`config.mk`:
```
export PLATFORM = sky130hd
export DESIGN_NAME = c_fetch_aligner
export DESIGN_NICKNAME = d
export VERILOG_FILES = /design/src/rtl/c_fetch_aligner.sv
export SDC_FILE = /design/constraint.sdc
export NUM_CORES = 1
export LEC_CHECK = 0
export ABC_AREA = 0
export CELL_PAD_IN_SITES_DETAIL_PLACEMENT = 1
export CELL_PAD_IN_SITES_GLOBAL_PLACEMENT = 1
export CORE_UTILIZATION = 38
export CTS_BUF_LIST = sky130_fd_sc_hd__clkbuf_4 sky130_fd_sc_hd__clkbuf_8
export DETAILED_ROUTE_END_ITERATION = 8
export HOLD_SLACK_MARGIN = 0.06
export PLACE_DENSITY = 0.8
export REMOVE_ABC_BUFFERS = 1
export SLEW_MARGIN = 10
export SYNTH_ARGS = -nofsm -noshare
export SYNTH_HDL_FRONTEND = slang
export SYNTH_SLANG_ARGS = --single-unit
```
`constraint.sdc`:
```
create_clock -name clk -period 4.19 [get_ports clk]
set_clock_uncertainty 0.15 [all_clocks]
set_input_delay 0.838 -clock clk [delete_from_list [all_inputs] [get_ports clk]]
set_output_delay 0.838 -clock clk [all_outputs]
set_load 0.1 [all_outputs]
```
`src/rtl/c_fetch_aligner.sv`:
```
// c_fetch_aligner
//   Fetches 32-bit aligned words from instruction memory into a 4-entry
//   halfword buffer and presents exactly one instruction per handshake,
//   16-bit compressed or 32-bit, including 32-bit instructions that straddle
//   a word boundary. The decoder always receives the instruction in [15:0]
//   (compressed) or [31:0] (full), with its PC alongside.
//
// Ports
//   clk, rst_n           core clock, asynchronous active-low reset
//   redirect_i           flush buffer and restart fetch at redirect_pc_i
//   redirect_pc_i        new PC (bit 0 ignored)
//   imem_req_o           fetch request, held until imem_ack_i
//   imem_addr_o          word-aligned fetch address, stable during request
//   imem_ack_i           response valid (may coincide with request cycle)
//   imem_rdata_i         fetched word, halfword 0 in [15:0]
//   inst_valid_o         instruction available
//   inst_ready_i         decoder accepts
//   inst_o               instruction; compressed is {16'h0, hw}
//   inst_pc_o            PC of inst_o
//   inst_is_comp_o       1 = 16-bit instruction
module c_fetch_aligner #(
  parameter logic [31:0] RESET_PC = 32'h8000_0000
) (
  input  logic        clk,
  input  logic        rst_n,
  input  logic        redirect_i,
  input  logic [31:0] redirect_pc_i,
  output logic        imem_req_o,
  output logic [31:0] imem_addr_o,
  input  logic        imem_ack_i,
  input  logic [31:0] imem_rdata_i,
  output logic        inst_valid_o,
  input  logic        inst_ready_i,
  output logic [31:0] inst_o,
  output logic [31:0] inst_pc_o,
  output logic        inst_is_comp_o
);

  typedef enum logic {
    S_IDLE,
    S_REQ
  } state_t;

  state_t            state_q;
  logic [3:0][15:0]  hbuf_q;
  logic [3:0][15:0]  hbuf_d;
  logic [2:0]        count_q;
  logic [2:0]        count_d;
  logic [31:0]       head_pc_q;
  logic [31:0]       fetch_ptr_q;
  logic [31:0]       req_addr_q;
  logic              skip_half_q;
  logic              discard_q;

  logic              is_comp;
  logic              fire;
  logic              take;
  logic [2:0]        consumed;
  logic [2:0]        appended;
  logic [2:0]        surv;
  logic [15:0]       app0;
  logic [15:0]       app1;
  logic [2:0]        idx;
  logic [2:0]        src;
  logic [2:0]        slot;

  // Instruction presentation, straight from the buffer registers.
  always_comb begin
    is_comp        = (hbuf_q[0][1:0] != 2'b11);
    inst_valid_o   = !redirect_i &&
                     (((count_q >= 3'd1) && is_comp) || (count_q >= 3'd2));
    inst_o         = is_comp ? {16'h0000, hbuf_q[0]} : {hbuf_q[1], hbuf_q[0]};
    inst_pc_o      = head_pc_q;
    inst_is_comp_o = (count_q != 3'd0) && is_comp;
    imem_req_o     = (state_q == S_REQ);
    imem_addr_o    = req_addr_q;
  end

  // Next buffer contents: drop consumed halfwords from the front, then place
  // the newly fetched halfwords directly behind the surviving entries.
  always_comb begin
    fire     = inst_valid_o && inst_ready_i;
    consumed = fire ? (is_comp ? 3'd1 : 3'd2) : 3'd0;
    take     = (state_q == S_REQ) && imem_ack_i && !discard_q && !redirect_i;
    appended = take ? (skip_half_q ? 3'd1 : 3'd2) : 3'd0;
    app0     = skip_half_q ? imem_rdata_i[31:16] : imem_rdata_i[15:0];
    app1     = imem_rdata_i[31:16];
    surv     = count_q - consumed;
    count_d  = surv + appended;
    hbuf_d   = '0;
    idx      = '0;
    src      = '0;
    slot     = '0;
    for (int unsigned i = 0; i < 4; i++) begin
      idx  = 3'(i);
      src  = idx + consumed;
      slot = idx - surv;
      if (src < count_q) begin
        hbuf_d[i] = hbuf_q[src[1:0]];
      end else if ((idx >= surv) && (slot < appended)) begin
        hbuf_d[i] = slot[0] ? app1 : app0;
      end
    end
  end

  always_ff @(posedge clk or negedge rst_n) begin
    if (!rst_n) begin
      state_q     <= S_IDLE;
      hbuf_q      <= '0;
      count_q     <= '0;
      head_pc_q   <= RESET_PC;
      fetch_ptr_q <= {RESET_PC[31:2], 2'b00};
      req_addr_q  <= {RESET_PC[31:2], 2'b00};
      skip_half_q <= RESET_PC[1];
      discard_q   <= 1'b0;
    end else if (redirect_i) begin
      hbuf_q      <= '0;
      count_q     <= '0;
      head_pc_q   <= redirect_pc_i & ~32'h1;
      fetch_ptr_q <= redirect_pc_i & ~32'h3;
      skip_half_q <= redirect_pc_i[1];
      // An in-flight request cannot be withdrawn: keep it on the bus and
      // drop its data when it finally returns.
      if (state_q == S_REQ) begin
        if (imem_ack_i) begin
          state_q   <= S_IDLE;
          discard_q <= 1'b0;
        end else begin
          discard_q <= 1'b1;
        end
      end
    end else begin
      hbuf_q  <= hbuf_d;
      count_q <= count_d;
      if (fire) begin
        head_pc_q <= head_pc_q + (is_comp ? 32'd2 : 32'd4);
      end
      case (state_q)
        S_IDLE: begin
          if (count_q <= 3'd2) begin
            state_q    <= S_REQ;
            req_addr_q <= fetch_ptr_q;
          end
        end
        S_REQ: begin
          if (imem_ack_i) begin
            state_q <= S_IDLE;
            if (discard_q) begin
              discard_q <= 1'b0;
            end else begin
              fetch_ptr_q <= fetch_ptr_q + 32'd4;
              skip_half_q <= 1'b0;
            end
          end
        end
        default: state_q <= S_IDLE;
      endcase
    end
  end

endmodule

```
Cell placement:
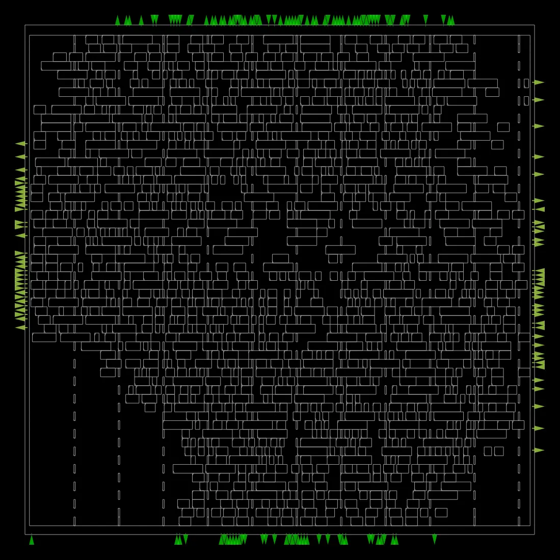
end-of-flow core utilization: 49.3%
Seq/total area: 34.6%
tally of filler cells in the layout: 2737
num tapcells: 319
count of sequential standard cells: 161

Clock distribution:
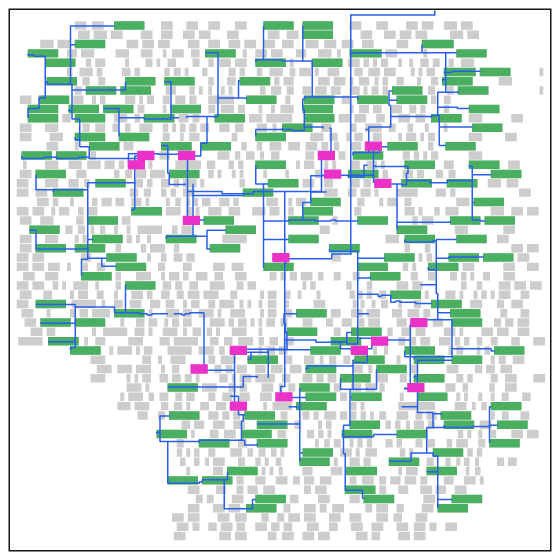
[clock wires] blue | length: 2150 µm
[clock-net drivers] magenta | count: 17
[flip-flops] green | count: 161
routed clock nets: 18

==> run_results.csv <==
group,metric,value,unit
placement,placed_cells,1400,
worst_setup_path,path_cells,"clkdlybuf4s50_1 -> nor2b_1 -> and2_2 -> ha_1 -> fa_1 -> inv_1 -> ha_1 -> ha_1 -> a2111o_1 -> or4b_1 -> buf_4 -> o22ai_1",
cells_and_area,biggest_register,"hbuf_q",
power_and_ir_drop,internal_power,0.00338,W
power_and_ir_drop,power,0.00691,W
timing,max_freq,246,MHz
yosys,yosys_cells,946,
timing,period_needed,4060,ps
clocking,clock_tree_from_tritoncts,"built",
cells_and_area,signal_buffers,204,
placement,area_after_detailed_placement,11200,µm²
clocking,clk_latency,460,ps
cells_and_area,final.signal_inverter_count,28,
yosys,postSynthCellCount,946,
drt,detailroute.wirelength.met3,1300,µm
outcome,run_status,"finished, final reports clean",
power_and_ir_drop,clock_net_power,0.00121,W
timing,finalHoldWorstSlack,319,ps
power_and_ir_drop,power.clock.fraction,17.6,%
drt,post-route-drc-count,0,
global_routing,pin_count_of_the_biggest_net_entering_global_routing,104,
cells_and_area,drive_gt1_share,16.5,%
global_routing,overall_track_demand_over_capacity_in_global_routing,24.4,%
cells_and_area,combinational_share_of_cell_area,41.2,%
timing,timing.final.ws_setup,130,ps
clocking,h-tree-depth,4,
clocking,clk_root_buffer_cell,"sky130_fd_sc_hd__clkbuf_8",
yosys,synth.cellmix.adderShare,4.37,%
yosys,yosysTopAreaCell,"sky130_fd_sc_hd__dfrtp_1",
timing,post-route-period-util,96.9,%
cells_and_area,multi_input_comb_area,4810,µm²
timing,timing.slew.headroom,30.3,%
worst_setup_path,worst_r2r_path_depth,13,
power_and_ir_drop,combinationalPower,0.00353,W
timing,hold_viol,0,
cells_and_area,clockBufferCount,18,
min_path,hp-class,"in2async",
yosys,synth_cell_type_count,61,
floorplan,floorplan.die.height,158,µm
power_and_ir_drop,pwr_density_cell,592,nW/µm²
global_routing,first_global_vias,8383,
cells_and_area,register_area,4030,µm²
job,warnings,40,
power_and_ir_drop,sequentialPowerShare,31.4,%
timing,worst_pin_slew,1040,ps
cells_and_area,final_cell_area,11700,µm²
yosys,yosys-mux-area-fraction,11.6,%
floorplan,dieWidth,158,µm
global_routing,number_of_antenna_violations_at_the_first_check_in_global_routing,0,
cells_and_area,num_antenna_cells,0,
drt,via_count,8175,
drt,topRoutingLayerUsed,"met4",
yosys,synthFlopType,"sky130_fd_sc_hd__dfrtp_1",
clocking,post_cts_buffers,0,
timing,rsz0062_at_grt,"no",
power_and_ir_drop,leakage,4.67,nW
power_and_ir_drop,swShare,51.0,%
worst_setup_path,cpMaxStageDelayCell,"sky130_fd_sc_hd__or4b_1",
global_routing,grtUsageMet2,38.7,%
clocking,postCtsHoldBufs,0,
yosys,yosysWarningCount,0,
job,number_of_maximum_capacitance_violations,0,
worst_setup_path,arrival,4270,ps
placement,dp_slack,-326,ps
drt,drt_first_iter_violations,310,
yosys,common_cells,"158 x sky130_fd_sc_hd__dfrtp_1, 104 x sky130_fd_sc_hd__nand2_1, 67 x sky130_fd_sc_hd__a21oi_1",
yosys,synthSimpleGateAreaFrac,16.9,%
placement,dp_hpwl,20700,µm
timing,final_max_slew_viol_count,0,
yosys,synth_sequential_area_ratio,43.5,%
floorplan,std_cell_rows,56,
M4 wires:
Scale bar: 50 µm. Supply wires on this layer in grey.
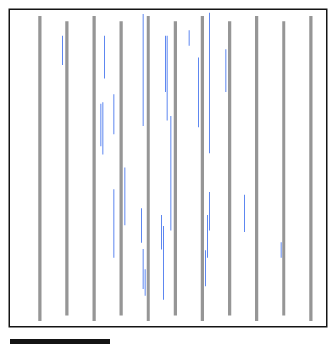
wire length on this layer: 668 µm
main direction: vertical
longest straight run: 70.0 µm

Power figures rest on the tool's default switching activity, not on a simulated workload.
